Run 1, floorplan with the power grid:
Pins as bars on the die edge.
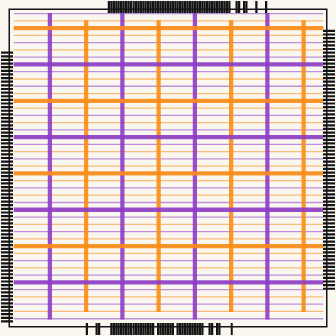
Run 1, cell classes on the final placement:
The bar under the picture is 20 microns long.
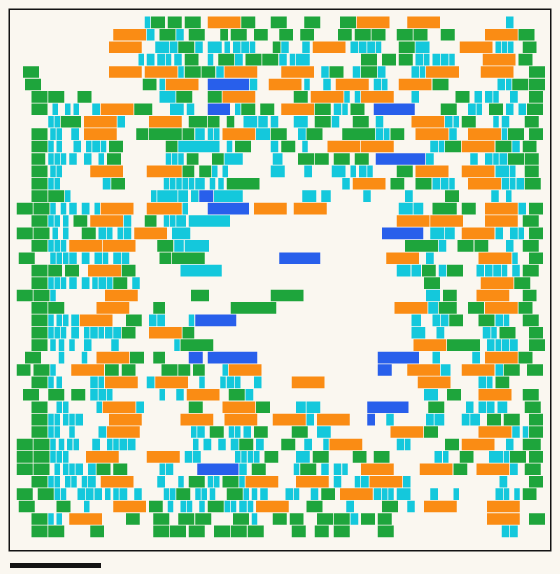
Run 1, clock distribution:
The bar under the picture is 20 microns long.
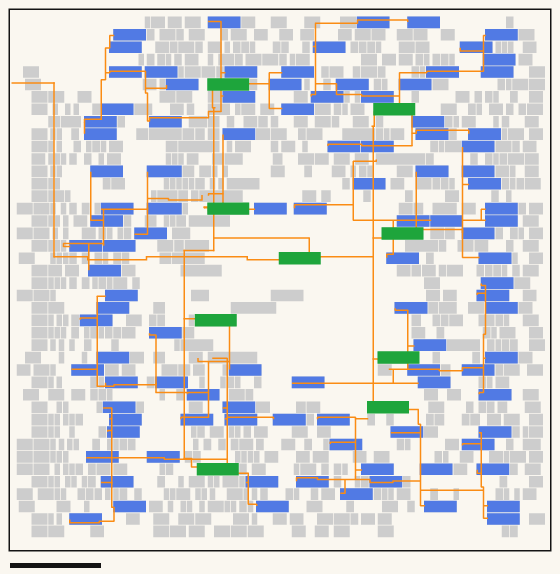
**config.mk**
```make
export PLATFORM = sky130hd
export DESIGN_NAME = wiredleg_div_ctrl
export DESIGN_NICKNAME = d
export VERILOG_FILES = /design/src/rtl/wiredleg_div_ctrl.sv
export SDC_FILE = /design/constraint.sdc
export NUM_CORES = 1
export LEC_CHECK = 0
export ABC_AREA = 1
export CAP_MARGIN = 20
export CORE_MARGIN = 1
export CORE_UTILIZATION = 33
export DETAILED_ROUTE_END_ITERATION = 10
export GPL_TIMING_DRIVEN = 1
export PLACE_DENSITY = 0.7
export SLEW_MARGIN = 15
export SYNTH_ARGS = -nofsm -noshare
export SYNTH_HDL_FRONTEND = slang
export SYNTH_SLANG_ARGS = --single-unit
export TNS_END_PERCENT = 1
```
**constraint.sdc**
```tcl
create_clock -name clk -period 1.47 [get_ports clk]
set_input_delay 0.294 -clock clk [delete_from_list [all_inputs] [get_ports clk]]
set_output_delay 0.294 -clock clk [all_outputs]
set_load 0.01 [all_outputs]
```
**src/rtl/wiredleg_div_ctrl.sv**
```systemverilog
// Divide/remainder request sequencer for an external fixed-latency divider.
// Optional macro WIREDLEG_DIV_FASTPATH_EN resolves B==0 and signed overflow without the divider.
module wiredleg_div_ctrl #(
  parameter int unsigned TAG_W = 5
) (
  input  logic             clk,
  input  logic             rst,
  input  logic             flush,
  input  logic             req_valid,
  output logic             req_ready,
  input  logic [1:0]       req_op,
  input  logic [31:0]      req_a,
  input  logic [31:0]      req_b,
  input  logic [TAG_W-1:0] req_tag,
  output logic             resp_valid,
  input  logic             resp_ready,
  output logic [31:0]      resp_data,
  output logic [TAG_W-1:0] resp_tag,
  output logic             busy,
  output logic             div_start,
  output logic             div_sign,
  output logic [31:0]      div_a,
  output logic [31:0]      div_b,
  input  logic             div_busy,
  input  logic [31:0]      div_quo,
  input  logic [31:0]      div_rem
);

  typedef enum logic [1:0] {IDLE, START, WAIT, DONE} state_t;

  state_t      state;
  logic        sel_rem;
  logic        fp_hit;
  logic [31:0] fp_data;

`ifdef WIREDLEG_DIV_FASTPATH_EN
  logic fp_zero;
  logic fp_ovf;
  assign fp_zero = (req_b == '0);
  assign fp_ovf  = !req_op[1] && (req_a == 32'h8000_0000) && (req_b == '1);
  assign fp_hit  = fp_zero || fp_ovf;
  // Divide-by-zero: quotient all ones, remainder is the dividend; overflow: quotient MIN, remainder 0.
  assign fp_data = fp_zero ? (req_op[0] ? req_a : '1)
                           : (req_op[0] ? '0 : 32'h8000_0000);
`else
  assign fp_hit  = 1'b0;
  assign fp_data = '0;
`endif

  assign req_ready  = (state == IDLE) && !flush;
  assign busy       = (state != IDLE);
  assign div_start  = (state == START);
  // Masking keeps a response from transferring in the same cycle it is being flushed.
  assign resp_valid = (state == DONE) && !flush;

  always_ff @(posedge clk) begin
    if (rst) begin
      state     <= IDLE;
      div_sign  <= 1'b0;
      sel_rem   <= 1'b0;
      div_a     <= '0;
      div_b     <= '0;
      resp_tag  <= '0;
      resp_data <= '0;
    end else if (flush) begin
      state <= IDLE;
    end else begin
      unique case (state)
        IDLE: begin
          if (req_valid) begin
            div_sign <= !req_op[1];
            sel_rem  <= req_op[0];
            div_a    <= req_a;
            div_b    <= req_b;
            resp_tag <= req_tag;
            if (fp_hit) begin
              resp_data <= fp_data;
              state     <= DONE;
            end else begin
              state <= START;
            end
          end
        end
        START: state <= WAIT;
        WAIT: begin
          if (!div_busy) begin
            resp_data <= sel_rem ? div_rem : div_quo;
            state     <= DONE;
          end
        end
        DONE: begin
          if (resp_ready) state <= IDLE;
        end
      endcase
    end
  end

endmodule

```
==> impl_metrics.toml, run 1 <==
# yosys + openroad results
[clock_tree]
cts_hold_buf = 0
cts.sinks = 105
cts_buffer_depth = 2
cts_buffers = 9
cts_setup_buffers = 0
cts.repair.resized = 131
path_clk_slew_ns = 0.07
h-tree-depth = 3
root_buffer = "clkbuf_16"
cts_tree = "done"

[synth]
simple_gate_share_pct = 27.6
yosysSeqAreaShare_pct = 47.1
largest_area_cell = "dfxtp_1"
ys_area_sq_mm = 0.00446
ys_sh_adder_pct = 1.40
synth_stat.cells = 595
async_reset_ff_share_pct = 0
fp_nets = 741
synth_area_per_cell_sq_um = 7.50
ys.flops = 105
xor_share_pct = 0
synthMuxAreaShare_pct = 0
synthTopCellsByArea = "dfxtp_1 (47%), nand2_1 (13%), a21oi_1 (10%), nand3_1 (7.8%), nor2_1 (3.2%)"
yosys_most_used_dff = "dfxtp_1"
yosys-top-cells-count = "nand2_1 (160), dfxtp_1 (105), a21oi_1 (93), nand3_1 (70), nor2_1 (38)"
ys_warn_count = 0
top_cell_area_share_pct = 47.1
most_common_cell = "nand2_1"
syn_area_sq_mm = 0.00446
ys_sh_aoi_pct = 16.0
syn_inst = 595
edf_count = 0
synth_cell_types = 23
synthTopLogicFamily = "simple AND/OR/NAND/NOR gates"

[cells_and_area]
num-nets-final = 975
logic_area_sq_mm = 0.00211
seqCellArea_sq_mm = 0.00210
buffers = 273
diodes = 0
top_regs = "div_a x32, div_b x32, resp_data x32"
logic_gates = 428
inv_count = 12
clockBufferCount = 10
final.fill_count = 1285
final_cells = 1010
drive_gt1_share_pct = 12.1
mostFrequentLayoutCells = "nand2_1 (160), clkdlybuf4s50_1 (137), dfxtp_1 (103)"
buffer_area_share_pct = 35.6
comb_share_pct = 28.2
top_area_cell_class = "buffers"
layout_top_cell = "nand2_1"
area_growth_pct = 67.5
ff_count = 105
clkCellAreaFrac_pct = 4.42

[critical_path]
setup.worst_path.start = "state[1]"
worst-endpoint-arrival_ns = 1.25
rrSetupSlack_ns = 0.02
path_cells = "inv_4 -> ha_4 -> inv_4 -> nor2_4 -> buf_6"
path_max_fanout = 2
slowest_delay_ns = 0.34
crit_type = "reg2out"
r2r-end = "div_a[23]"
cp_slowest_cell = "dfxtp_2"
endpoint_kind = "primary output"
worstPathRequired_ns = 1.18
cp_top_family = "flip-flops"
cpMostUsedCell = "inv_4"
worstSetupPathDepth = 5
critPathLaunchType = "register"
ff2ff_path_depth = 8
timing.rr.start = "state[1]"
path_buffers = 3

[global_routing]
grt_max_degree = 64
grt_use_met3_pct = 5.12
met2_usage_pct = 35.3
overflow = 0
grtUsageTotal_pct = 19.5
antenna_found_initial = 0
grt_use_met1_pct = 21.8
top_usage_layer = "met2"

[hold_path]
hold_start = "req_valid"
hold_depth = 3
hp-class = "in2reg"
min_to = "div_a[24]"

[final_timing]
rsz0062_at_grt = "true"
worst_slew_pin_slew_ns = 0.335
layout_setup_ws_ns = -0.0764
fin_setup_tns_ns = -0.124
fin_crit_sh_pct = 105
maxClockFrequency_mhz = 647
holdWs_ns = 0.338
hold_viol = 0
max_slew_margin_pct = 77.7
fin_skew_ns = 0.00339
slew_violations = 0
post-route-min-period_ns = 1.55
setup_viol = 3

[power]
combPwrFrac_pct = 19.8
leakagePower_nw = 3.31
switching_power_mw = 1.77
powerSeq_mw = 3.03
p_int_mw = 5.26
power_mw = 7.03
p_seq_share_pct = 43.1
pwr-share-clk_pct = 37.1
p_per_area_mw_per_mm2 = 940
p_comb_mw = 1.39
p_sw_share_pct = 25.2

[die]
taps = 176
ioPinCount = 247
initial_utilization_pct = 33.7
coreArea_sq_mm = 0.0132
dieArea_sq_mm = 0.0140

[place]
io_buffer_count = 246
gp_congestion = 0.829
placed_area_sq_mm = 0.00713
dp_slack_ns = -0.431
dp_hpwl_mm = 10.0
dpl.cell_count = 994

[run_status]
run_status = "complete, but fails checks"
violations = "setup timing"

[route]
totalWireLength_mm = 13.9
wire_per_inst_microns = 13.7
drt_first_pass_iters = 4
drc_errors = 0
drtIter0Drc = 249
wl_met2_mm = 6.82
viasPerCell = 4.74
via_count = 4789
antenna_left = 0
topRoutingLayerUsed = "met4"
wl_met3_mm = 1.11
wl_met1_mm = 5.69

[run]
warning_count = 32
max_cap_violations = 0
About 'floorplan with the power grid':
| color | net |
|---|---|
| orange | VDD |
| purple | VSS |
met1 rails: 43
met5 straps: 8
die span in x: 118 microns
die height: 118 microns
Worst VDD drop: 470 uV

About 'cell classes on the final placement':
| color | class | cells | share of their area |
|---|---|---|---|
| green | other buffers and delay cells | 273 | 37% |
| blue | clock drivers and dummy loads | 16 | 4.6% |
| cyan | combinational and other logic | 440 | 30% |
| orange | flops | 105 | 29% |
row count: 42
Final Instance Area: 0.00748 sq mm
final core utilization: 56.5%
sequential fraction of total cell area: 28.1%

About 'clock distribution':
[blue] flip-flops | count: 105
[orange] clock wires | length: 1260 microns
[green] clock drivers | count: 9
flops lie: all over the die
Clk. pwr: 2.61 mW
Late-Pin Clk Latency: 0.34 ns

==> run 1 -> run 2 <==
Settings changed: GPL_ROUTABILITY_DRIVEN set to 0.
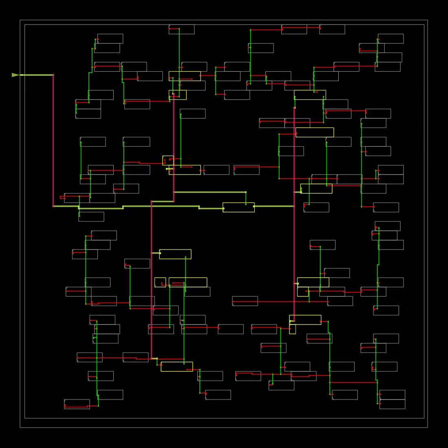
Run 2: clock routing
num sequential: 105
CTS sink count: 105
layout clock buffer count: 10

==> run 2 against run 1 <==
Clock skew is the same. Utilization did not move. Global-route usage stayed put. Worst hold slack unchanged. Largest power group unchanged. The flow still finishes with violations (setup timing). Critical path type unchanged. Worst setup slack unchanged. Total power is the same.
==> impl_metrics.toml, run 2 <==
# yosys + openroad results
[cells_and_area]
seqCellArea_sq_mm = 0.00210
final.fill_count = 1285
mostFrequentLayoutCells = "nand2_1 (160), clkdlybuf4s50_1 (137), dfxtp_1 (103)"
area_growth_pct = 67.5
fin_util_pct = 56.5
final_cells = 1010
buffers = 273
diodes = 0
clkCellAreaFrac_pct = 4.42
logic_gates = 428
design_area_sq_mm = 0.00748
logic_area_sq_mm = 0.00211

[run]
warning_count = 32
max_cap_violations = 0

[route]
drtIter0Drc = 249
wl_met3_mm = 1.11
viasPerCell = 4.74
wire_per_inst_microns = 13.7
drt_first_pass_iters = 4
topRoutingLayerUsed = "met4"
wl_met1_mm = 5.69

[global_routing]
antenna_found_initial = 0
grt_use_met3_pct = 5.12
top_usage_layer = "met2"
grt_max_degree = 64
grtUsageTotal_pct = 19.5

[final_timing]
maxClockFrequency_mhz = 647
fin_skew_ns = 0.00339
holdWs_ns = 0.338
hold_viol = 0
max_slew_margin_pct = 77.7
setup_viol = 3
slew_violations = 0
fin_setup_tns_ns = -0.124
layout_setup_ws_ns = -0.0764
worst_slew_pin_slew_ns = 0.335

[hold_path]
hold_start = "req_valid"
min_to = "div_a[24]"
hold_depth = 3
hp-class = "in2reg"

[critical_path]
crit_type = "reg2out"
rrSetupSlack_ns = 0.02
slowest_delay_ns = 0.34
endpoint_kind = "primary output"
critPathLaunchType = "register"
worstSetupPathDepth = 5
cpMostUsedCell = "inv_4"
timing.rr.start = "state[1]"
cp_slowest_cell = "dfxtp_2"
worst-endpoint-arrival_ns = 1.25
path_cells = "inv_4 -> ha_4 -> inv_4 -> nor2_4 -> buf_6"
path_buffers = 3

[synth]
async_reset_ff_share_pct = 0
most_common_cell = "nand2_1"
syn_area_sq_mm = 0.00446
top_cell_area_share_pct = 47.1
synthTopCellsByArea = "dfxtp_1 (47%), nand2_1 (13%), a21oi_1 (10%), nand3_1 (7.8%), nor2_1 (3.2%)"
synthMuxAreaShare_pct = 0
syn_inst = 595
synth_stat.cells = 595
largest_area_cell = "dfxtp_1"
fp_nets = 741
synthTopLogicFamily = "simple AND/OR/NAND/NOR gates"
ys_warn_count = 0

[clock_tree]
cts_setup_buffers = 0
cts_tree = "done"
root_buffer = "clkbuf_16"
path_clk_slew_ns = 0.07
cts.repair.resized = 131
clk_latency_ns = 0.34
cts_hold_buf = 0

[place]
placed_area_sq_mm = 0.00713
dp_slack_ns = -0.431
io_buffer_count = 246

[power]
p_seq_share_pct = 43.1
p_sw_share_pct = 25.2
ir_drop_uv = 470
p_comb_mw = 1.39
p_int_mw = 5.26
leakagePower_nw = 3.31
switching_power_mw = 1.77

[die]
dieArea_sq_mm = 0.0140
die_x_microns = 118
taps = 176
die_y_microns = 118
rows = 42
initial_utilization_pct = 33.7

[run_status]
violations = "setup timing"
run_status = "complete, but fails checks"
Power is estimated from default activity; no workload was simulated.
